### config.mk
export PLATFORM = sky130hd
export DESIGN_NAME = irq_pending_capture_flat
export DESIGN_NICKNAME = d
export VERILOG_FILES = /design/src/rtl/irq_pending_capture_pkg.sv /design/src/rtl/irq_pending_capture_if.sv /design/src/rtl/irq_pending_capture_sync_edge.sv /design/src/rtl/irq_pending_capture.sv /design/src/flat_wrapper.sv
export SDC_FILE = /design/constraint.sdc
export NUM_CORES = 1
export LEC_CHECK = 0
export CAP_MARGIN = 20
export CORE_MARGIN = 3
export CORE_UTILIZATION = 37
export DETAILED_ROUTE_END_ITERATION = 6
export HOLD_SLACK_MARGIN = 0.1
export PLACE_DENSITY_LB_ADDON = 0.3
export SYNTH_ARGS = -nofsm -noshare
export SYNTH_HDL_FRONTEND = slang
export SYNTH_SLANG_ARGS = --single-unit
### constraint.sdc
create_clock -name clk -period 1.4 [get_ports clk]
set_input_delay 0.28 -clock clk [delete_from_list [all_inputs] [get_ports clk]]
set_output_delay 0.28 -clock clk [all_outputs]
set_load 0.05 [all_outputs]
### src/rtl/irq_pending_capture_pkg.sv
// Shared source-count, index-width and vector types for the interrupt
// pending-capture stage and the downstream priority encoder.
package irq_pkg;

   localparam int N_SRC = 4;
   localparam int IDX_W = $clog2(N_SRC);

   typedef logic [N_SRC-1:0] irq_vec_t;
   typedef logic [IDX_W-1:0] irq_idx_t;

   // An index that names no source decodes to all zeros.
   function automatic irq_vec_t idx_decode(input irq_idx_t idx);
      irq_vec_t dec;
      dec = '0;
      for (int i = 0; i < N_SRC; i++) begin
         dec[i] = (idx == irq_idx_t'(i));
      end
      return dec;
   endfunction

endpackage

### src/rtl/irq_pending_capture_if.sv
// Request/ack/status bundle between the pending-capture stage and its user.
// master drives the request lines, mask and acks; slave is the capture stage.
interface irq_pending_capture_if;
   import irq_pkg::*;

   irq_vec_t irq_in;
   irq_vec_t mask;
   logic     ack_valid;
   irq_idx_t ack_idx;
   logic     clear_ovf;
   irq_vec_t req_vec;
   logic     any_req;
   irq_vec_t ovf;
   logic     spurious_ack;

   modport master (
      output irq_in, mask, ack_valid, ack_idx, clear_ovf,
      input  req_vec, any_req, ovf, spurious_ack
   );

   modport slave (
      input  irq_in, mask, ack_valid, ack_idx, clear_ovf,
      output req_vec, any_req, ovf, spurious_ack
   );

endinterface

### src/rtl/irq_pending_capture_sync_edge.sv
// Rising-edge detector on the request vector. Build option IRQ_SYNC_EN adds a
// 2-flop synchronizer in front of the detector for sources asynchronous to clk.
module irq_sync_edge
   import irq_pkg::*;
(
   input  logic     clk,
   input  logic     rst_n,
   input  irq_vec_t irq_in,
   output irq_vec_t edge_det
);

   irq_vec_t irq_s;
   irq_vec_t irq_d;

`ifdef IRQ_SYNC_EN
   irq_vec_t sync_q1;
   irq_vec_t sync_q2;

   always_ff @(posedge clk or negedge rst_n) begin
      if (!rst_n) begin
         sync_q1 <= '0;
         sync_q2 <= '0;
      end else begin
         sync_q1 <= irq_in;
         sync_q2 <= sync_q1;
      end
   end

   assign irq_s = sync_q2;
`else
   assign irq_s = irq_in;
`endif

   // irq_d clears on reset, so a line already high at release is seen as an edge.
   always_ff @(posedge clk or negedge rst_n) begin
      if (!rst_n) begin
         irq_d <= '0;
      end else begin
         irq_d <= irq_s;
      end
   end

   assign edge_det = irq_s & ~irq_d;

endmodule

### src/rtl/irq_pending_capture.sv
// Sticky pending capture with masking, ack-clear, overflow and spurious-ack flags.
// Optional input synchronizer is selected by defining IRQ_SYNC_EN.
module irq_pending_capture
   import irq_pkg::*;
(
   input  logic                 clk,
   input  logic                 rst_n,
   irq_pending_capture_if.slave bus
);

   irq_vec_t edge_det;
   irq_vec_t pending;
   irq_vec_t pending_nxt;
   irq_vec_t ack_dec;
   irq_vec_t ack_clr;
   irq_vec_t ovf_set;
   logic     ack_hit;

   irq_sync_edge u_sync_edge (
      .clk      (clk),
      .rst_n    (rst_n),
      .irq_in   (bus.irq_in),
      .edge_det (edge_det)
   );

   // A new edge on a bit being acked re-arms it: set wins, and it is not an overflow.
   always_comb begin
      ack_dec     = idx_decode(bus.ack_idx);
      ack_clr     = bus.ack_valid ? ack_dec : '0;
      pending_nxt = edge_det | (pending & ~ack_clr);
      ovf_set     = edge_det & pending & ~ack_clr;
      ack_hit     = |(pending & ack_dec);
   end

   always_ff @(posedge clk or negedge rst_n) begin
      if (!rst_n) begin
         pending          <= '0;
         bus.req_vec      <= '0;
         bus.any_req      <= 1'b0;
         bus.ovf          <= '0;
         bus.spurious_ack <= 1'b0;
      end else begin
         pending          <= pending_nxt;
         bus.req_vec      <= pending_nxt & bus.mask;
         bus.any_req      <= |(pending_nxt & bus.mask);
         bus.ovf          <= (bus.clear_ovf ? '0 : bus.ovf) | ovf_set;
         bus.spurious_ack <= bus.ack_valid & ~ack_hit;
      end
   end

endmodule

### src/flat_wrapper.sv
// flat-port wrapper written by rule: the top's interface ports become plain ports
module irq_pending_capture_flat import irq_pkg::*;
  (clk, rst_n, bus_irq_in, bus_mask, bus_ack_valid, bus_ack_idx, bus_clear_ovf, bus_req_vec, bus_any_req, bus_ovf, bus_spurious_ack);
  irq_pending_capture_if bus_i ();
  input  logic clk;
  input  logic rst_n;
  input wire logic [$bits(bus_i.irq_in)-1:0] bus_irq_in;
  input wire logic [$bits(bus_i.mask)-1:0] bus_mask;
  input wire logic [$bits(bus_i.ack_valid)-1:0] bus_ack_valid;
  input wire logic [$bits(bus_i.ack_idx)-1:0] bus_ack_idx;
  input wire logic [$bits(bus_i.clear_ovf)-1:0] bus_clear_ovf;
  output wire logic [$bits(bus_i.req_vec)-1:0] bus_req_vec;
  output wire logic [$bits(bus_i.any_req)-1:0] bus_any_req;
  output wire logic [$bits(bus_i.ovf)-1:0] bus_ovf;
  output wire logic [$bits(bus_i.spurious_ack)-1:0] bus_spurious_ack;
  assign bus_i.irq_in = bus_irq_in;
  assign bus_i.mask = bus_mask;
  assign bus_i.ack_valid = bus_ack_valid;
  assign bus_i.ack_idx = bus_ack_idx;
  assign bus_i.clear_ovf = bus_clear_ovf;
  assign bus_req_vec = bus_i.req_vec;
  assign bus_any_req = bus_i.any_req;
  assign bus_ovf = bus_i.ovf;
  assign bus_spurious_ack = bus_i.spurious_ack;
  irq_pending_capture u_core (.clk(clk), .rst_n(rst_n), .bus(bus_i));
endmodule
==> images/power_grid.png <==
Scale bar: 10 µm. Pins as bars on the die edge.
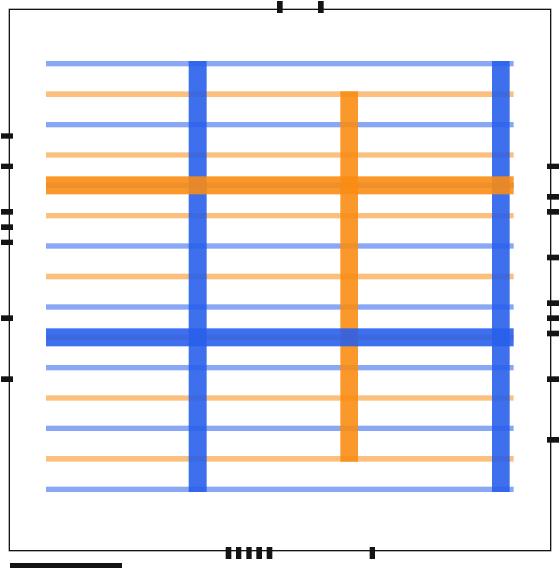
Key: blue = VSS; orange = VDD
2 straps on met5. 3 straps on met4.
die span in y: 48.34 µm
VDD IR max: 0.7127 mV
die width: 48.34 µm
core area: 0.001594 mm²

==> images/placement_by_type.png <==
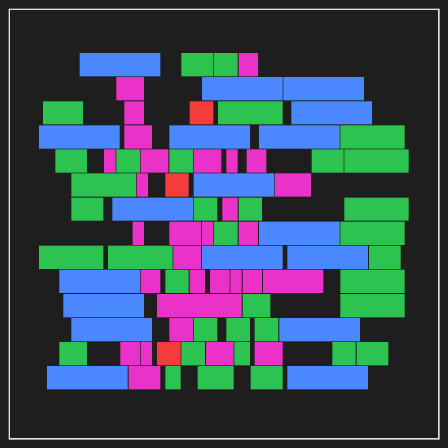
Key: magenta = combinational and other logic [cells 30, share of their area 21%]; green = remaining buffers and delay cells [cells 35, share of their area 37%]; red = clock drivers [cells 3, share of their area 2.0%]; blue = sequential cells [cells 18, share of their area 40%]
FP Rows: 14
fin util: 0.7190
Seq/total area: 0.3930
fin area: 0.001146 mm²

==> flow_summary.json <==
{
  "status": "completed",
  "syn_nets": 62,
  "top_layer_used": "met4",
  "finalWeightedCongestion": 0.7679,
  "synth_area_per_cell_um2": 13.82,
  "drv_slew": 0,
  "r2r_cells": 3,
  "power_density_mw_per_mm2": 1082,
  "io_buffers": 23,
  "ys_seq_frac": 0.6792,
  "path_cells": "a22o_1, and2_4, or4_4",
  "drc_errors": 0,
  "max_slew_margin": 0.8365,
  "syn-cell-area_um2": 663.1,
  "grt_usage": 0.1442,
  "fillers": 103,
  "path_delay_family": "simple AND/OR/NAND/NOR gates",
  "ios": 24,
  "mostFrequentLayoutCell": "dfrtp_1",
  "tool_warnings": 26,
  "p_total_mw": 1.240,
  "cts-root-buf": "clkbuf_4",
  "endpoint_kind": "flop",
  "clock_latency_ps": 290,
  "dp_hpwl_um": 1076,
  "hold_depth": 1,
  "startpoint_type": "flop",
  "htree_num_levels": 1,
  "worstPathArrival_ps": 1510,
  "max_stage_delay_ps": 460,
  "cts_buffers": 3,
  "maxCapViolCount": 0,
  "via_per_inst": 4.873,
  "drtPass1Iterations": 4,
  "cts.sinks": 18,
  "grt.overflow.total": 0,
  "first_iter_violations": 16,
  "setup_violations": 0,
  "crit_type": "flop to flop",
  "fmax_mhz": 740.2,
  "drt-total-wl_um": 1463,
  "syn2layout_area_growth_pct": 72.83,
  "ys_cells": 48,
  "rr_endpoint": "u_core.bus.any_req$_DFF_PN0_",
  "finalHoldViolCount": 0,
  "hp-class": "primary input to flop",
  "met1_length_um": 586,
  "nets": 102,
  "worst_pin_slew_ps": 244.4,
  "numSynthFlops": 18,
  "seqCellArea_um2": 450.4,
  "logic_area_um2": 205.2,
  "met3WireLength_um": 92,
  "reg2reg_slack_ps": 50,
  "die_area_mm2": 0.002336,
  "antenna_found_initial": 0,
  "min-delay-start": "bus_irq_in[0]",
  "post_dp_cell_area_mm2": 0.001069,
  "grt_max_degree": 19,
  "grt_pass1_vias": 589,
  "finalClockSkew_ps": 6.917,
  "worstPathMaxFanout": 2,
  "ys_area_um2": 663.1,
  "vias": 536,
  "n_antenna_cell": 0,
  "worstHoldEndpoint": "u_core.u_sync_edge.irq_d[0]$_DFF_PN0_",
  "reg2reg_from": "u_core.pending[1]$_DFF_PN0_",
  "cts.clk_slew.worst_paths_ps": 100,
  "period_needed_ps": 1351,
  "layout-drive-gt1-share": 0.4070,
  "wl_met2_um": 760,
  "grt_pass1_wl_um": 2573,
  "rsz0062_at_grt": "no",
  "required_ps": 1560,
  "wl_per_cell_um": 13.30,
  "dp.cells": 101,
  "cts_tree": "yes",
  "synth_warnings": 0,
  "slowest_stage": "or4_4",
  "hold_buffers": 0,
  "mostFrequentLayoutCells": "dfrtp_1 (18), buf_4 (12), buf_12 (10)",
  "synthDistinctLibCells": 17,
  "fp_util": 0.4160,
  "clockBufferDepth": 2,
  "ant_nets": 0,
  "stdcell_count": 110,
  "finalCritPeriodShare": 0.9650,
  "cp.buffers_inverters": 0,
  "synth_cells": 48
}
-- how the worst max path moves through the flow --
stage                                            from                      endpoint  slack [ps]  cells after the start
after floorplan                        bus_ack_idx[1]  u_core.bus.any_req$_DFF_PN0_           8                      4
after global placement                  bus_ack_valid  u_core.bus.any_req$_DFF_PN0_        -590                      5
after detailed placement                bus_ack_valid  u_core.bus.any_req$_DFF_PN0_        -650                      5
after CTS                              bus_ack_idx[0]  u_core.bus.any_req$_DFF_PN0_           4                      5
after global routing                    bus_irq_in[3]  u_core.bus.any_req$_DFF_PN0_           6                      5
final                     u_core.pending[1]$_DFF_PN0_  u_core.bus.any_req$_DFF_PN0_          50                      3
-- registers in the layout (all words and copies together) (netlist names) --
register	count
u_core.bus.ovf	4
u_core.bus.req_vec	4
u_core.pending	4
u_core.u_sync_edge.irq_d	4
u_core.bus.any_req	1
u_core.bus.spurious_ack	1
-- synthesized netlist by cell type --
| library cell | n | share of area |
|---|---|---|
| dfrtp_1 | 18 | 0.68 |
| inv_1 | 7 | 0.040 |
| and2_1 | 3 | 0.028 |
| nand2b_1 | 3 | 0.028 |
| o32ai_1 | 3 | 0.040 |
| nor2b_1 | 2 | 0.019 |
| o21ai_1 | 2 | 0.015 |
| a22o_1 | 1 | 0.013 |
| a41o_1 | 1 | 0.015 |
| and2_4 | 1 | 0.013 |
| and3_1 | 1 | 0.0094 |
| and3b_1 | 1 | 0.013 |
| mux4_1 | 1 | 0.040 |
| nand3b_1 | 1 | 0.011 |
| nor3b_1 | 1 | 0.011 |
| o21ai_0 | 1 | 0.0075 |
| or4_4 | 1 | 0.017 |
-- through the flow --
step           hold WS (ps)  setup WS [ps]
4_1_cts               241.3          3.554
6_report              139.1          48.93
2_1_floorplan        -15.59          7.663
5_1_grt               142.9          5.739
3_5_place_dp          540.1         -653.1
3_3_place_gp          523.1         -594.6
-- power by group --
group          internal (mW)  switching, mW
logic                  0.208          0.182
registers              0.568         0.0367
clock network          0.100          0.145
-- cells by family (layout without fill, tap and decap cells) --
family                 count (synthesis)  count (layout)  share of synthesized area
AOI/OAI and AO/OA                      8               8                    0.09057
buffers and inverters                  7              45                    0.03963
muxes                                  1               1                    0.03963
DFF                                   18              18                     0.6792
and+or+nand+nor                       14              14                     0.1510
-- timing repair --
action / CTS / global route
cloned: 0 / 0
buffers inserted: 5 / 1
resized: 10 / 8
pin swaps: 1 / 4
endpoints found under the setup margin: 1 / 1
-- final cells by class --
type                       instances  share of cell area
sequential                        18              0.3930
tap                               24             0.02620
multi-input combinational         23              0.1790
inverter                           7             0.02293
clock buffer                       3             0.01965
timing repair buffer              35              0.3592
-- routing by layer --
metal,global-route usage,vias up
met5,0,-
met4,0.07109,0
met3,0.03374,4
met2,0.2500,25
met1,0.1670,265
li1,-,242
Power figures rest on the tool's default switching activity, not on a simulated workload.
